$ cat src/rtl/fm_hop_sequencer.sv
// Wishbone master that steps the FM generator carrier centre through a programmable
// table of increments, dwelling a fixed number of cycles per hop.
module fm_hop_sequencer #(
  parameter int unsigned TABLE_AW     = 3,
  parameter int unsigned DWELL_W      = 24,
  parameter int unsigned TIMEOUT_CYC  = 15,
  parameter int unsigned CARRIER_ADDR = 0
) (
  input  logic                i_clk,
  input  logic                i_reset,
  input  logic                i_enable,
  input  logic [DWELL_W-1:0]  i_dwell,
  input  logic [TABLE_AW-1:0] i_last_idx,
  input  logic                i_err_clr,
  input  logic                i_tbl_we,
  input  logic [TABLE_AW-1:0] i_tbl_addr,
  input  logic [31:0]         i_tbl_data,
  output logic                o_wb_cyc,
  output logic                o_wb_stb,
  output logic                o_wb_we,
  output logic [1:0]          o_wb_addr,
  output logic [31:0]         o_wb_data,
  input  logic                i_wb_ack,
  input  logic                i_wb_stall,
  output logic                o_busy,
  output logic [TABLE_AW-1:0] o_hop_idx,
  output logic                o_hop_strobe,
  output logic                o_err
);

  localparam int unsigned DEPTH = 2 ** TABLE_AW;
  localparam int unsigned TO_W  = $clog2(TIMEOUT_CYC + 1);

  localparam logic [2:0] ST_IDLE     = 3'd0;
  localparam logic [2:0] ST_LOAD     = 3'd1;
  localparam logic [2:0] ST_REQ      = 3'd2;
  localparam logic [2:0] ST_WAIT_ACK = 3'd3;
  localparam logic [2:0] ST_DWELL    = 3'd4;

  logic [31:0]         hop_table [DEPTH];

  logic [2:0]          state, state_nxt;
  logic [TABLE_AW-1:0] idx, idx_nxt;
  logic [DWELL_W-1:0]  dwell_cnt, dwell_nxt;
  logic [TO_W-1:0]     to_cnt, to_nxt;
  logic [TABLE_AW-1:0] hop_idx_nxt;
  logic                hop_strobe_nxt;
  logic                err_nxt;
  logic                cyc_nxt, stb_nxt, busy_nxt;
  logic                load_data;
  logic                hop_done;

  // Table write port; reads happen through the o_wb_data load below (read-first)
  always_ff @(posedge i_clk) begin
    if (i_tbl_we) begin
      hop_table[i_tbl_addr] <= i_tbl_data;
    end
  end

  assign o_wb_addr = 2'(CARRIER_ADDR);

  // State register and registered outputs
  always_ff @(posedge i_clk or posedge i_reset) begin
    if (i_reset) begin
      state        <= ST_IDLE;
      idx          <= '0;
      dwell_cnt    <= '0;
      to_cnt       <= '0;
      o_wb_cyc     <= 1'b0;
      o_wb_stb     <= 1'b0;
      o_wb_we      <= 1'b0;
      o_wb_data    <= '0;
      o_busy       <= 1'b0;
      o_hop_idx    <= '0;
      o_hop_strobe <= 1'b0;
      o_err        <= 1'b0;
    end else begin
      state        <= state_nxt;
      idx          <= idx_nxt;
      dwell_cnt    <= dwell_nxt;
      to_cnt       <= to_nxt;
      o_wb_cyc     <= cyc_nxt;
      o_wb_stb     <= stb_nxt;
      o_wb_we      <= stb_nxt;
      o_busy       <= busy_nxt;
      o_hop_idx    <= hop_idx_nxt;
      o_hop_strobe <= hop_strobe_nxt;
      o_err        <= err_nxt;
      if (load_data) begin
        o_wb_data <= hop_table[idx];
      end
    end
  end

  // Next-state and next-output logic
  always_comb begin
    state_nxt      = state;
    idx_nxt        = idx;
    dwell_nxt      = dwell_cnt;
    to_nxt         = to_cnt;
    hop_idx_nxt    = o_hop_idx;
    hop_strobe_nxt = 1'b0;
    err_nxt        = o_err & ~i_err_clr;
    load_data      = 1'b0;
    hop_done       = 1'b0;

    case (state)
      ST_IDLE: begin
        if (i_enable && !o_err) begin
          state_nxt = ST_LOAD;
        end
      end
      ST_LOAD: begin
        load_data = 1'b1;
        state_nxt = ST_REQ;
      end
      ST_REQ: begin
        if (!i_wb_stall) begin
          if (i_wb_ack) begin
            hop_done = 1'b1;
          end else begin
            state_nxt = ST_WAIT_ACK;
            to_nxt    = '0;
          end
        end
      end
      ST_WAIT_ACK: begin
        if (i_wb_ack) begin
          hop_done = 1'b1;
        end else if (to_cnt == TO_W'(TIMEOUT_CYC - 1)) begin
          err_nxt   = 1'b1;
          state_nxt = ST_IDLE;
        end else begin
          to_nxt = to_cnt + TO_W'(1);
        end
      end
      ST_DWELL: begin
        if (dwell_cnt <= DWELL_W'(1)) begin
          state_nxt = i_enable ? ST_LOAD : ST_IDLE;
        end else begin
          dwell_nxt = dwell_cnt - DWELL_W'(1);
        end
      end
      default: begin
        state_nxt = ST_IDLE;
      end
    endcase

    // Acknowledged write: advance (wrapping on the live last index) and start dwelling
    if (hop_done) begin
      hop_strobe_nxt = 1'b1;
      hop_idx_nxt    = idx;
      idx_nxt        = (idx >= i_last_idx) ? '0 : idx + TABLE_AW'(1);
      dwell_nxt      = (i_dwell == '0) ? DWELL_W'(1) : i_dwell;
      state_nxt      = ST_DWELL;
    end

    cyc_nxt  = (state_nxt == ST_REQ) || (state_nxt == ST_WAIT_ACK);
    stb_nxt  = (state_nxt == ST_REQ);
    busy_nxt = (state_nxt != ST_IDLE);
  end

endmodule
$ cat config.mk
export PLATFORM = sky130hd
export DESIGN_NAME = fm_hop_sequencer
export DESIGN_NICKNAME = d
export VERILOG_FILES = /design/src/rtl/fm_hop_sequencer.sv
export SDC_FILE = /design/constraint.sdc
export NUM_CORES = 1
export LEC_CHECK = 0
export ABC_AREA = 1
export CAP_MARGIN = 20
export CORE_ASPECT_RATIO = 1.1
export CORE_MARGIN = 2
export CORE_UTILIZATION = 25
export DETAILED_ROUTE_END_ITERATION = 16
export PLACE_DENSITY = 0.48
export SLEW_MARGIN = 25
export SYNTH_ARGS = -nofsm -noshare
export SYNTH_HDL_FRONTEND = slang
export SYNTH_SLANG_ARGS = --single-unit
$ cat constraint.sdc
create_clock -name i_clk -period 4.1 [get_ports i_clk]
set_clock_uncertainty 0.15 [all_clocks]
set_input_delay 0.82 -clock i_clk [delete_from_list [all_inputs] [get_ports i_clk]]
set_output_delay 0.82 -clock i_clk [all_outputs]
set_load 0.01 [all_outputs]
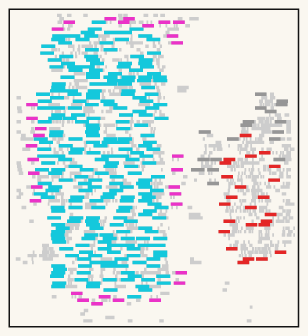
Fig. 1. Register map, names as in the netlist (run 1).
Other sequential cells in the stronger gray, the rest of the logic in the fainter gray.
[red] `dwell_cnt` | flops: 24
[cyan] `hop_table` | flops: 256
[magenta] `o_wb_data` | flops: 32
not colored: 18

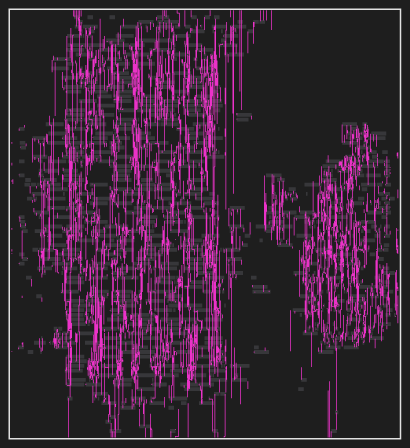
Fig. 2. M2 wires (run 1).
wire length on this layer: 16600 um
nets with wire on the layer: 1066
main direction: vertical
longest straight run: 105 um
share of all routed wire: 46%

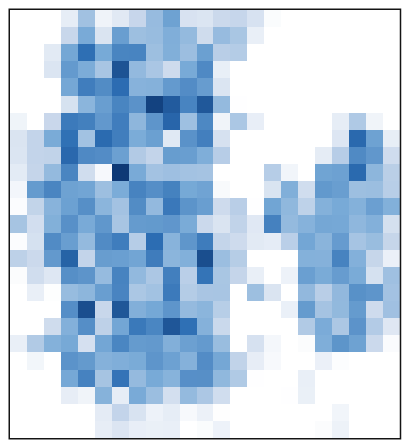
Fig. 3. Cell density map (run 1).
23 x 25 tiles, from white (low) to dark blue (high), 0 to 100% covered.
mean over tiles: 28%
tiles over 75% full: 3.0%
emptiest ninth of the die: north-east

==> results.yml, run 1 <==
# flow metrics
global_routing:
  grt_usage_pct: 12.6
  grt_pass1_wl_um: 56300
  grt_pass1_vias: 9361
  grt_overflow: 0
  antenna_found_initial: 0
  use_met3_pct: 2.77
  grt_busiest_layer: "met2"
  grt_use_met2_pct: 20.1
  use_met1_pct: 17.3
critical_path:
  crit_chain: "buf_4, o21ai_0, o221ai_1, o211ai_1, nand2_1"
  r2r_setup_slack_ps: 1420
  timing.rr.end: "o_wb_data[15]$_DFFE_PP0P_"
  cp.required_ps: 4450
  endpoint: "o_wb_data[15]$_DFFE_PP0P_"
  cp.arrival_ps: 3030
  crit_slowest_cell: "dfrtp_4"
  max_stage_delay_ps: 810
  crit_fanout: 75
  crit_path_start_kind: "register"
  path_buffers: 1
  rr_worst_depth: 5
timing:
  fmax_ghz: 0.373
  hold_ws_ps: 330
  slew_headroom_pct: 40.6
  worst-slew-pin-transition_ps: 889
  rsz0062_at_grt: "no"
  setup-tns-final_ps: 0
drt:
  wl_met1_um: 16700
  wl_met3_um: 2090
  wl_per_cell_um: 17.5
  wl_met2_um: 16600
  drt.antenna.violating_nets: 0
  firstDrtPassIters: 5
  vias: 9350
  via_per_inst: 4.52
power_and_ir_drop:
  power.group.top: "sequential cells"
  pg_seq_mw: 4.39
  p_comb_mw: 3.38
  pwr-share-comb_pct: 29.7
  power_density_mw_per_mm2: 668
  p_seq_share_pct: 38.5
  power_leakage_nw: 6.14
  switchingPower_mw: 3.97
  internal_power_mw: 7.42
  p_clk_share_pct: 31.8
  p_clk_mw: 3.62
place:
  place_congestion: 0.829
  portBuffers: 109
  place_hpwl_um: 22400
  dp.cells: 1998
finish:
  diodes: 0
  largest_register_ffs: 256
  final_util_pct: 31.2
  logic_area_mm2: 0.00375
  comb_share_pct: 22.0
  design_area_mm2: 0.0171
  fillers: 5622
  drive_gt1_share_pct: 8.78
  seq_share_pct: 55.9
  buffer_area_share_pct: 7.37
  syn2layout_area_growth_pct: 23.7
  dominant-cell-class: "registers"
  inv_count: 58
  top_regs: "hop_table: 256 flops, o_wb_data: 32 flops, dwell_cnt: 24 flops"
  final_common_cell: "edfxtp_1"
  seq_area_mm2: 0.00955
logic_synthesis:
  area_leaders: "edfxtp_1, dfrtp_1, nor2_1"
  yosysTopAreaCell: "edfxtp_1"
  top_cells_by_count: "edfxtp_1, nor2_1, nand2_1, o21ai_0, dfrtp_1"
  synthAoiAreaFrac_pct: 11.1
  adder_share_pct: 0.725
  synth_flops: 330
  ys_area_mm2: 0.0138
  xor_area_share_pct: 0.571
  synth.avg_cell_area_um2: 11.5
  ys.warnings.count: 0
  logic_family: "simple AND/OR/NAND/NOR gates"
  ys_seq_share_pct: 69.1
  synth_top_area_share_pct: 55.7
  mux_area_share_pct: 0
floorplanning:
  die_y_um: 250
  die_x_um: 228
  dieArea_mm2: 0.0571
  row_count: 90
  core-area_mm2: 0.0547
  taps: 736
clocking:
  htree_levels: 2
  cts_sinks: 330
  cts_made_buffers: 39
  post_cts_buffers: 0
  ctsHoldBuffers: 0
worst_hold_path:
  hold_depth: 2
  min_to: "o_wb_data[12]$_DFFE_PP0P_"
  hold_path.class: "register to register"
  min_from: "o_wb_data[12]$_DFFE_PP0P_"
flow_run:
  maxCapViolations: 0
outcome:
  status: "completed"
==> inputs of run 2 (changes only) <==
==> constraint.sdc (replaced) <==
create_clock -name i_clk -period 2.8 [get_ports i_clk]
set_clock_uncertainty 0.15 [all_clocks]
set_input_delay 0.56 -clock i_clk [delete_from_list [all_inputs] [get_ports i_clk]]
set_output_delay 0.56 -clock i_clk [all_outputs]
set_load 0.01 [all_outputs]
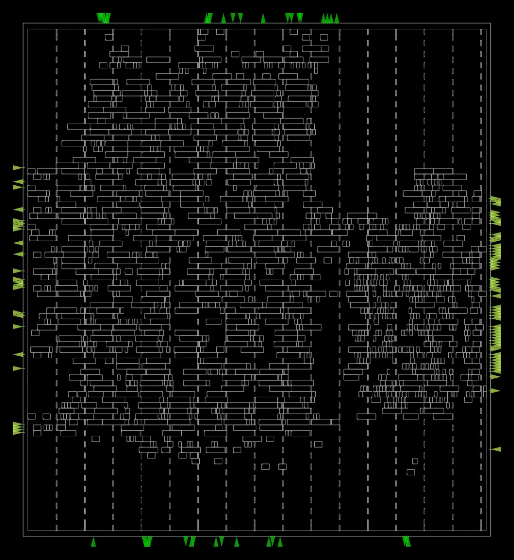
Fig. 4. Placement view (run 2).
registers: 330
fillcell total: 5607
n_taps: 736

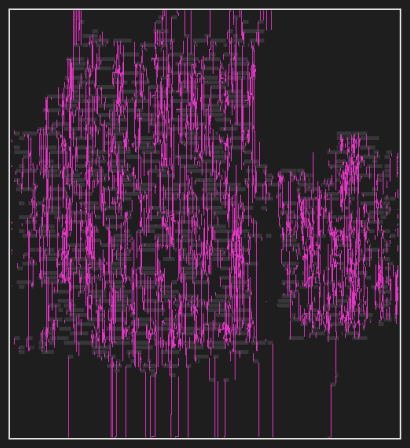
Fig. 5. M2 wires (run 2).
nets with wire on the layer: 1059
main direction: vertical
longest straight run: 92.1 um

==> run 2 against run 1 <==
- power up 43%
- first-iteration DRC count down 10%
- sequential cell count unchanged
- register-to-register slack worse by 730 ps
- cell area up 0.35%
- cell count up 0.34%
- clock power up 34%
==> results.yml, run 2 <==
# flow metrics
finish:
  largest_register_ffs: 256
  final_common_cell: "edfxtp_1"
  comb_cells: 746
  final-clk-cell-share_pct: 7.10
  seq_area_mm2: 0.00955
  seq_share_pct: 55.7
  dominant-cell-class: "registers"
  inv_count: 58
  syn2layout_area_growth_pct: 24.1
  top_regs: "hop_table: 256 flops, o_wb_data: 32 flops, dwell_cnt: 24 flops"
  drive_gt1_share_pct: 8.66
  logic_area_mm2: 0.00375
  design_area_mm2: 0.0171
  diodes: 1
  final_util_pct: 31.3
  buffer_area_share_pct: 8.58
  comb_share_pct: 21.9
power_and_ir_drop:
  p_clk_share_pct: 29.8
  power_leakage_nw: 6.15
  swShare_pct: 35.0
  internal_power_mw: 10.6
  power_density_mw_per_mm2: 953
  switchingPower_mw: 5.71
  pwr-share-comb_pct: 31.7
  p_comb_mw: 5.18
  power.group.top: "sequential cells"
  p_seq_share_pct: 38.5
  irDropWorstVdd_v: 0.000633
  fin_total_pwr_mw: 16.3
  p_clk_mw: 4.86
  pg_seq_mw: 6.29
logic_synthesis:
  synth.avg_cell_area_um2: 11.5
  synth_top_area_share_pct: 55.7
  ys.warnings.count: 0
  synthAoiAreaFrac_pct: 11.1
  mux_area_share_pct: 0
  synth_stat.cells: 1202
  ys_seq_share_pct: 69.1
  synth_flops: 330
  adder_share_pct: 0.725
  ys_area_mm2: 0.0138
  xor_area_share_pct: 0.571
  logic_family: "simple AND/OR/NAND/NOR gates"
  area_leaders: "edfxtp_1, dfrtp_1, nor2_1"
  yosysTopAreaCell: "edfxtp_1"
  top_cells_by_count: "edfxtp_1, nor2_1, nand2_1, o21ai_0, dfrtp_1"
floorplanning:
  die_y_um: 250
  die_x_um: 228
  dieArea_mm2: 0.0571
  row_count: 90
  core-area_mm2: 0.0547
timing:
  fin_crit_sh_pct: 80.5
  worst-slew-pin-transition_ps: 751
  hold_viol_final: 0
  drv_slew: 0
  min_period_ps: 2260
  rsz0062_at_grt: "no"
  slew_headroom_pct: 49.8
  fmax_ghz: 0.443
  setup-tns-final_ps: 0
  hold_ws_ps: 229
drt:
  via_per_inst: 4.51
  wl_met3_um: 2180
  vias: 9353
  wl_met1_um: 16800
  wl_per_cell_um: 17.6
  wl_met2_um: 16800
  firstDrtPassIters: 5
  wl_um: 36500
  drt.antenna.violating_nets: 0
clocking:
  ctsHoldBuffers: 0
  htree_levels: 2
  cts_root_buffer: "clkbuf_16"
  post_cts_buffers: 0
  cts_sinks: 330
  cts_made_buffers: 38
global_routing:
  grt_overflow: 0
  grt_pass1_wl_um: 56800
  grt_busiest_layer: "met2"
  grt_usage_pct: 12.9
  use_met3_pct: 2.95
  antenna_found_initial: 4
  use_met1_pct: 17.6
  grt_use_met2_pct: 20.4
  grt_pass1_vias: 9379
critical_path:
  endpoint: "o_wb_data[21]"
  path_buffers: 1
  crit_path_start_kind: "register"
  timing.rr.end: "o_busy$_DFF_PP0_"
  cp.required_ps: 2090
  cp.arrival_ps: 1550
  r2r_setup_slack_ps: 690
  rr_worst_depth: 9
  crit_family: "buffers and inverters"
  crit_fanout: 2
  crit_slowest_cell: "clkdlybuf4s50_1"
  crit_chain: "clkdlybuf4s50_1"
  max_stage_delay_ps: 580
flow_run:
  maxCapViolations: 0
place:
  place_hpwl_um: 20900
  dp.cells: 2006
  place_congestion: 0.839
  portBuffers: 109
  placed_cell_area_mm2: 0.0159
worst_hold_path:
  hold_path.class: "input pin to async pin"
outcome:
  status: "completed"
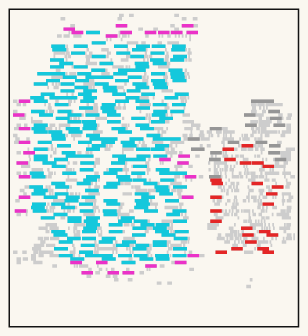
Fig. 6. Register map, names as in the netlist (run 2).
Other sequential cells in the stronger gray, the rest of the logic in the fainter gray.
[red] `dwell_cnt` | flops: 24
[magenta] `o_wb_data` | flops: 32
[cyan] `hop_table` | flops: 256
not colored: 18

Power is estimated from default activity; no workload was simulated.
